<file path="config.mk">
export PLATFORM = sky130hd
export DESIGN_NAME = fetch_unit
export DESIGN_NICKNAME = d
export VERILOG_FILES = /design/src/rtl/fetch_unit.sv
export SDC_FILE = /design/constraint.sdc
export NUM_CORES = 1
export LEC_CHECK = 0
export CAP_MARGIN = 20
export CORE_UTILIZATION = 54
export DETAILED_ROUTE_END_ITERATION = 10
export HOLD_SLACK_MARGIN = 0.08
export PLACE_DENSITY_LB_ADDON = 0.12
export SLEW_MARGIN = 10
export SYNTH_ARGS = -nofsm -noshare
export SYNTH_HDL_FRONTEND = slang
export SYNTH_SLANG_ARGS = --single-unit
</file>
<file path="constraint.sdc">
create_clock -name clk -period 4.3 [get_ports clk]
set_input_delay 0.86 -clock clk [delete_from_list [all_inputs] [get_ports clk]]
set_output_delay 0.86 -clock clk [all_outputs]
set_load 0.005 [all_outputs]
</file>
<file path="src/rtl/fetch_unit.sv">
// Instruction fetch stage: issues in-order imem requests against a credit limit,
// tags responses with their PC and buffers them for decode; steers the PC via pc_opcode.
module fetch_unit #(
   parameter int          DEPTH    = 4,
   parameter logic [31:0] RESET_PC = 32'h0
) (
   input  logic        clk,
   input  logic        rst_n,
   input  logic [31:0] pc_address,
   output logic [1:0]  pc_opcode,
   output logic [31:0] pc_target,
   input  logic        redirect_valid,
   input  logic [31:0] redirect_target,
   output logic        imem_req,
   output logic [31:0] imem_addr,
   input  logic        imem_gnt,
   input  logic        imem_rvalid,
   input  logic [31:0] imem_rdata,
   output logic        id_valid,
   output logic [31:0] id_instr,
   output logic [31:0] id_pc,
   input  logic        id_ready
);

   localparam int P = (DEPTH > 1) ? $clog2(DEPTH) : 1;
   localparam int W = P + 1;

   localparam logic [0:0] ST_BOOT = 1'b0;
   localparam logic [0:0] ST_RUN  = 1'b1;

   localparam logic [1:0] OP_INC  = 2'b00;
   localparam logic [1:0] OP_LOAD = 2'b01;
   localparam logic [1:0] OP_HOLD = 2'b10;
   localparam logic [1:0] OP_ZERO = 2'b11;

   localparam logic [P-1:0] PTR_ONE    = P'(1);
   localparam logic [W-1:0] CNT_ONE    = W'(1);
   localparam logic [W:0]   CREDIT_MAX = (W+1)'(DEPTH);

   logic [0:0]   state_q, state_d;
   logic [W-1:0] count_q, count_d;
   logic [W-1:0] outstanding_q, outstanding_d;
   logic [W-1:0] discard_q, discard_d;
   logic [P-1:0] rd_ptr_q, rd_ptr_d;
   logic [P-1:0] wr_ptr_q, wr_ptr_d;
   logic [P-1:0] aq_rd_q, aq_rd_d;
   logic [P-1:0] aq_wr_q, aq_wr_d;

   logic [31:0] fifo_instr_mem [DEPTH];
   logic [31:0] fifo_pc_mem    [DEPTH];
   logic [31:0] addr_mem       [DEPTH];

   logic         run;
   logic         pop;
   logic         issue;
   logic         gnt_evt;
   logic         rsp_live;
   logic         kept;
   logic [W:0]   credit_sum;

   assign id_valid  = (count_q != '0);
   assign id_instr  = id_valid ? fifo_instr_mem[rd_ptr_q] : '0;
   assign id_pc     = id_valid ? fifo_pc_mem[rd_ptr_q] : '0;
   assign imem_req  = issue;
   assign imem_addr = pc_address;
   assign pc_target = redirect_target;

   // Credit covers buffered words plus every in-flight response, stale ones included.
   always_comb begin
      run        = (state_q == ST_RUN);
      pop        = id_valid & id_ready;
      credit_sum = {1'b0, outstanding_q} + {1'b0, count_q} - {{W{1'b0}}, pop};
      issue      = run & ~redirect_valid & (credit_sum < CREDIT_MAX);
      gnt_evt    = issue & imem_gnt;
      rsp_live   = imem_rvalid & (outstanding_q != '0);
      kept       = rsp_live & ~redirect_valid & (discard_q == '0);
   end

   always_comb begin
      pc_opcode = OP_HOLD;
      if (!run)                pc_opcode = OP_ZERO;
      else if (redirect_valid) pc_opcode = OP_LOAD;
      else if (gnt_evt)        pc_opcode = OP_INC;
   end

   always_comb begin
      state_d       = ST_RUN;
      outstanding_d = outstanding_q;
      discard_d     = discard_q;
      count_d       = count_q;
      rd_ptr_d      = rd_ptr_q;
      wr_ptr_d      = wr_ptr_q;
      aq_rd_d       = aq_rd_q;
      aq_wr_d       = aq_wr_q;

      if (gnt_evt && !rsp_live)      outstanding_d = outstanding_q + CNT_ONE;
      else if (!gnt_evt && rsp_live) outstanding_d = outstanding_q - CNT_ONE;

      if (redirect_valid) begin
         // A response landing in the redirect cycle is already accounted as dropped.
         discard_d = rsp_live ? (outstanding_q - CNT_ONE) : outstanding_q;
         count_d   = '0;
         rd_ptr_d  = '0;
         wr_ptr_d  = '0;
         aq_rd_d   = '0;
         aq_wr_d   = '0;
      end else begin
         if (rsp_live && (discard_q != '0)) discard_d = discard_q - CNT_ONE;
         if (kept && !pop)      count_d = count_q + CNT_ONE;
         else if (!kept && pop) count_d = count_q - CNT_ONE;
         if (kept)    wr_ptr_d = wr_ptr_q + PTR_ONE;
         if (pop)     rd_ptr_d = rd_ptr_q + PTR_ONE;
         if (gnt_evt) aq_wr_d  = aq_wr_q + PTR_ONE;
         if (kept)    aq_rd_d  = aq_rd_q + PTR_ONE;
      end
   end

   always_ff @(posedge clk or negedge rst_n) begin
      if (!rst_n) begin
         state_q       <= ST_BOOT;
         count_q       <= '0;
         outstanding_q <= '0;
         discard_q     <= '0;
         rd_ptr_q      <= '0;
         wr_ptr_q      <= '0;
         aq_rd_q       <= '0;
         aq_wr_q       <= '0;
      end else begin
         state_q       <= state_d;
         count_q       <= count_d;
         outstanding_q <= outstanding_d;
         discard_q     <= discard_d;
         rd_ptr_q      <= rd_ptr_d;
         wr_ptr_q      <= wr_ptr_d;
         aq_rd_q       <= aq_rd_d;
         aq_wr_q       <= aq_wr_d;
      end
   end

   // Storage needs no reset: occupancy is tracked solely by the pointers and counts.
   always_ff @(posedge clk) begin
      if (kept) begin
         fifo_instr_mem[wr_ptr_q] <= imem_rdata;
         fifo_pc_mem[wr_ptr_q]    <= addr_mem[aq_rd_q];
      end
      if (gnt_evt) addr_mem[aq_wr_q] <= pc_address;
   end

   always_ff @(posedge clk) begin
      if (rst_n) begin
         assert (!(imem_rvalid && (outstanding_q == '0)));
         assert (RESET_PC[1:0] == 2'b00);
      end
   end

endmodule

</file>
==> run_1/gates.png <==
Drawn at 3 px/um.
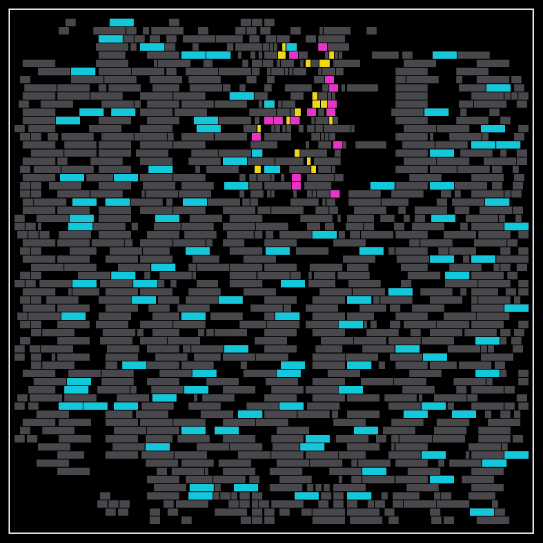
| family | color | cells | where |
|---|---|---|---|
| xor and xnor cells | magenta | 15 | top center |
| mux cells | cyan | 100 | spread over the die |
| nand cells | yellow | 16 | top center |

==> run_1/layers.png <==
Drawn at 2 px/um. Only two layers are drawn.
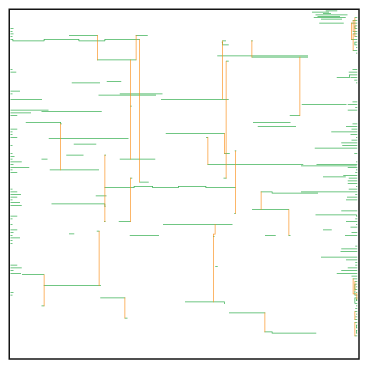
| layer | color | wire length |
|---|---|---|
| M4 | orange | 587 um |
| M3 | green | 1540 um |

==> flow_metrics.tcl, run 1 <==
# implementation run metrics
set metrics [dict create \
    outcome "completed" \
    stage_log_warnings 35 \
    yosys_warnings 0 \
    critical-path-slowest-cell "sky130_fd_sc_hd__clkdlybuf4s50_1" \
    seqCellArea_sq_um 12000 \
    grt.met2_usage_pct 33.4 \
    synth_adder_area_share_pct 1.53 \
    seq_area_frac_synth_pct 74.8 \
    post_cts_buffers 0 \
    timing.critical_path.to_type "output pin" \
    post_synth_inst_count 777 \
    cts.reportedPaths.clkPinSlew_ns 0.06 \
    crit_path_end "pc_opcode[1]" \
    net-switching-power_mw 2.69 \
    wire_length_reported_by_the_detailed_router_mm 29.1 \
    detail-route-antenna-nets 0 \
    power.density_cell_area_nw_per_um2 563 \
    cts_buffers 41 \
    insertedDiodeCount 0 \
    cts-root-to-sink-buffers 3 \
    fp.coreArea_sq_um 28900 \
    yosys-stat-area_sq_um 16000 \
    setup.worst_path.start_class "primary input" \
    xor_area_share_pct 0.821 \
    syn_area_sq_um 16000 \
    asyncSetResetFlopFracSynth_pct 4.48 \
    synth_flops 402 \
    fp_rows 62 \
    hold_viol_final 0 \
    die_h_um 174 \
    cts_tree "built" \
    drv.max_cap_violation_count 0 \
    largest_delay_share_family_worst_path "buffers and inverters" \
    synth_dominant_cell_count "sky130_fd_sc_hd__edfxtp_1" \
    synthTopCellsByArea "sky130_fd_sc_hd__edfxtp_1 72%, sky130_fd_sc_hd__mux4_2 14%, sky130_fd_sc_hd__buf_4 3.1%" \
    timing.slew.headroom_pct 41.1 \
    clock_power_mw 3.41 \
    cp-startpoint "id_ready" \
    worstHoldEndpoint "aq_wr_q[0]$_DFFE_PN0P_" \
    post-layout-total-power_mw 10.8 \
    skew_ns 0.0110 \
    tap-cell-count 384 \
    worst_hold_path_type "register to register" \
    max_freq_mhz 249 \
    power_report.internal_total_mw 8.08 \
    cp_num_cells 9 \
    clock_tree_area_fraction_pct 6.78 \
    largestPowerGroup "sequential cells" \
    initial_utilization_pct 55.3 \
    synth.avg_cell_area_sq_um 20.6 \
    dominant_combinational_family "multiplexers" \
    final.min_clock_period_ns 4.02 \
    hold_slack_ns 0.552 \
    grt-ovfl-total 0 \
    power.share.switching_pct 25.0 \
    biggestCellCategory "flip-flops and latches" \
    timing.rr.start "discard_q[0]$_DFFE_PN0P_" \
    drive_gt1_share_pct 20.4 \
    design.portCount 234 \
    grt_pass1_vias 8070 \
    final_layout_top_logic_cell "sky130_fd_sc_hd__edfxtp_1" \
    seq_share_pct 62.7 \
    fin_crit_share_pct 93.5 \
    arrival_ns 3.16 \
    worstRegToRegCells 7 \
    port-buffer-count 169 \
    ys_sh_mux_pct 13.8 \
    reg2reg_slack_ns 1.27 \
    fillerInstances 1876 \
    timing.setup.tns_ns 0 \
    chip_area_sq_um 30300 \
    synth_cell_type_count 35 \
    power_combinational_mw 2.68 \
    hold_path.startpoint "aq_wr_q[0]$_DFFE_PN0P_" \
    crit_buf_inv 3 \
    grt_pass1_wl_mm 45.3 \
    most_frequent_cell_on_the_critical_path "sky130_fd_sc_hd__clkdlybuf4s50_1" \
    root_buffer "sky130_fd_sc_hd__clkbuf_16" \
    yosys.area_share.simple_pct 3.94 \
    data_required_critical_path_ns 3.44 \
    finish.utilization_pct 66.1 \
    final.signal_inverter_count 19 \
    vias_per_cell 5.59 \
    cp_slowest_stage_delay_ns 0.57 \
    holdBufCountCts 0 \
    clkSinkCount 402 \
    area.share.combinational_pct 17.5 \
    comb_cells 260 \
    post_synth_ao_oa_area_fraction_pct 0.719 \
]
==> run_1/congestion_map.png <==
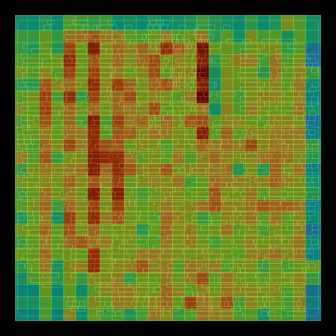
fraction of met1 tracks used by global routing: 26.1%
grt met3 use: 3.63%
total routing resource utilization after global routing: 19.7%

==> run 2: changes to the inputs <==
--- a/config.mk
+++ b/config.mk
@@ -7,8 +7,10 @@
 export LEC_CHECK = 0
 export CAP_MARGIN = 20
+export CORE_ASPECT_RATIO = 1.75
 export CORE_UTILIZATION = 54
 export DETAILED_ROUTE_END_ITERATION = 10
 export HOLD_SLACK_MARGIN = 0.08
 export PLACE_DENSITY_LB_ADDON = 0.12
+export REMOVE_ABC_BUFFERS = 1
 export SLEW_MARGIN = 10
 export SYNTH_ARGS = -nofsm -noshare
==> constraint.sdc (replaced) <==
create_clock -name clk -period 4.3 [get_ports clk]
set_input_delay 0.86 -clock clk [delete_from_list [all_inputs] [get_ports clk]]
set_output_delay 0.86 -clock clk [all_outputs]
set_load 0.1 [all_outputs]
==> run_2/gates.png <==
Drawn at 3 px/um.
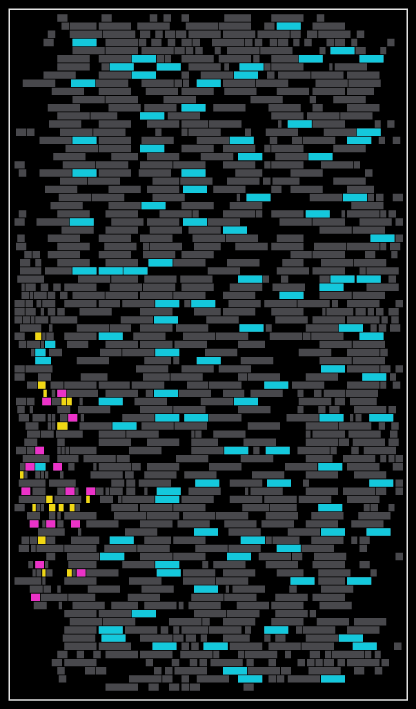
| family | color | cells |
|---|---|---|
| mux cells | cyan | 100 |
| nand cells | yellow | 16 |
| xor and xnor cells | magenta | 15 |
final non-filler cell total: 1308
multi-input combinational area share: 17.8%
most frequent logic cell in the layout: sky130_fd_sc_hd__edfxtp_1

==> flow_metrics.tcl, run 2 <==
# implementation run metrics
set metrics [dict create \
    post_synth_inst_count 777 \
    grt_usage_pct 20.5 \
    cts-root-to-sink-buffers 3 \
    critical-path-slowest-cell "sky130_fd_sc_hd__clkdlybuf4s50_1" \
    drive_gt1_share_pct 30.3 \
    final.min_clock_period_ns 3.92 \
    grt_use_met1_pct 24.1 \
    yosys-stat-area_sq_um 16000 \
    post-layout-total-power_mw 13.3 \
    yosys.area_share.simple_pct 3.94 \
    ys_dominant_reg_cell "sky130_fd_sc_hd__edfxtp_1" \
    fillerInstances 2047 \
    biggestCellCategory "flip-flops and latches" \
    yosys_warnings 0 \
    worstHoldEndpoint "outstanding_q[1]$_DFFE_PN0P_" \
    finish.utilization_pct 64.2 \
    max_freq_mhz 255 \
    cp_num_cells 9 \
    grt_pass1_wl_mm 46.1 \
    fp.coreArea_sq_um 29300 \
    hold_path.startpoint "outstanding_q[1]$_DFFE_PN0P_" \
    tap-cell-count 382 \
    post_cts_buffers 0 \
    arrival_ns 3.06 \
    seqCellArea_sq_um 12000 \
    synth_dominant_cell_count "sky130_fd_sc_hd__edfxtp_1" \
    comb_cells 260 \
    asyncSetResetFlopFracSynth_pct 4.48 \
    wire_length_reported_by_the_detailed_router_mm 29.9 \
    net-switching-power_mw 5.41 \
    synth.avg_cell_area_sq_um 20.6 \
    cts_tree "built" \
    initial_utilization_pct 54.7 \
    hold_viol_final 0 \
    syn_area_sq_um 16000 \
    power.density_cell_area_nw_per_um2 708 \
    timing.slew.headroom_pct 31.3 \
    cts_buffers 36 \
    synthTopCellsByArea "sky130_fd_sc_hd__edfxtp_1 72%, sky130_fd_sc_hd__mux4_2 14%, sky130_fd_sc_hd__buf_4 3.1%" \
    clkSinkCount 402 \
    insertedDiodeCount 0 \
    port-buffer-count 169 \
    grt_pass1_vias 8034 \
    data_required_critical_path_ns 3.44 \
    root_buffer "sky130_fd_sc_hd__clkbuf_16" \
    timing.critical_path.to_type "output pin" \
    power_combinational_mw 5.27 \
    seq_area_frac_synth_pct 74.8 \
    power.share.switching_pct 40.6 \
    grt-ovfl-total 0 \
    synth_adder_area_share_pct 1.53 \
    power_report.internal_total_mw 7.90 \
    grt.met2_usage_pct 36.3 \
    worstRegToRegCells 10 \
    largest_delay_share_family_worst_path "buffers and inverters" \
    vias_per_cell 5.63 \
    synth_flops 402 \
    chip_area_sq_um 30400 \
    largestPowerGroup "combinational cells" \
    crit_path_end "pc_opcode[1]" \
    final.signal_inverter_count 19 \
    clock_power_mw 3.34 \
    hold_slack_ns 0.550 \
    detail-route-antenna-nets 0 \
    holdBufCountCts 0 \
    die_h_um 230 \
    timing.setup.tns_ns 0 \
    seq_share_pct 63.8 \
    ys_sh_mux_pct 13.8 \
    setup.worst_path.start_class "primary input" \
    clock_tree_area_fraction_pct 6.53 \
    post_synth_ao_oa_area_fraction_pct 0.719 \
    outcome "completed" \
    fin_crit_share_pct 91.3 \
    cts.reportedPaths.clkPinSlew_ns 0.06 \
    crit_buf_inv 3 \
]
==> run_2/closeup.png <==
Region (51, 146) to (81, 176) um. Cells in gray, sequential cells in the stronger gray; small squares are vias.
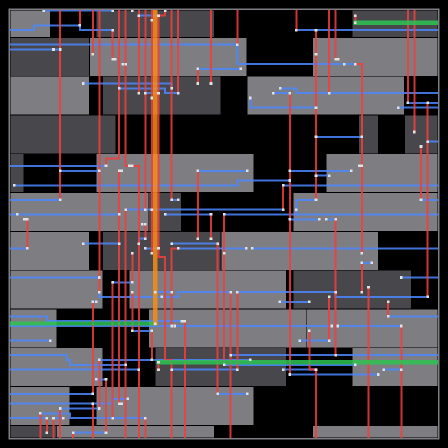
| layer | color |
|---|---|
| M1 | blue |
| M4 | orange |
| M3 | green |
| M2 | red |
cells with their middle in the window: 27
sequential cells in the window: 17
netlist names of flops here include: fifo_pc_mem (17)
most frequent: edfxtp_1 (17), mux4_2 (4), clkbuf_16 (3)

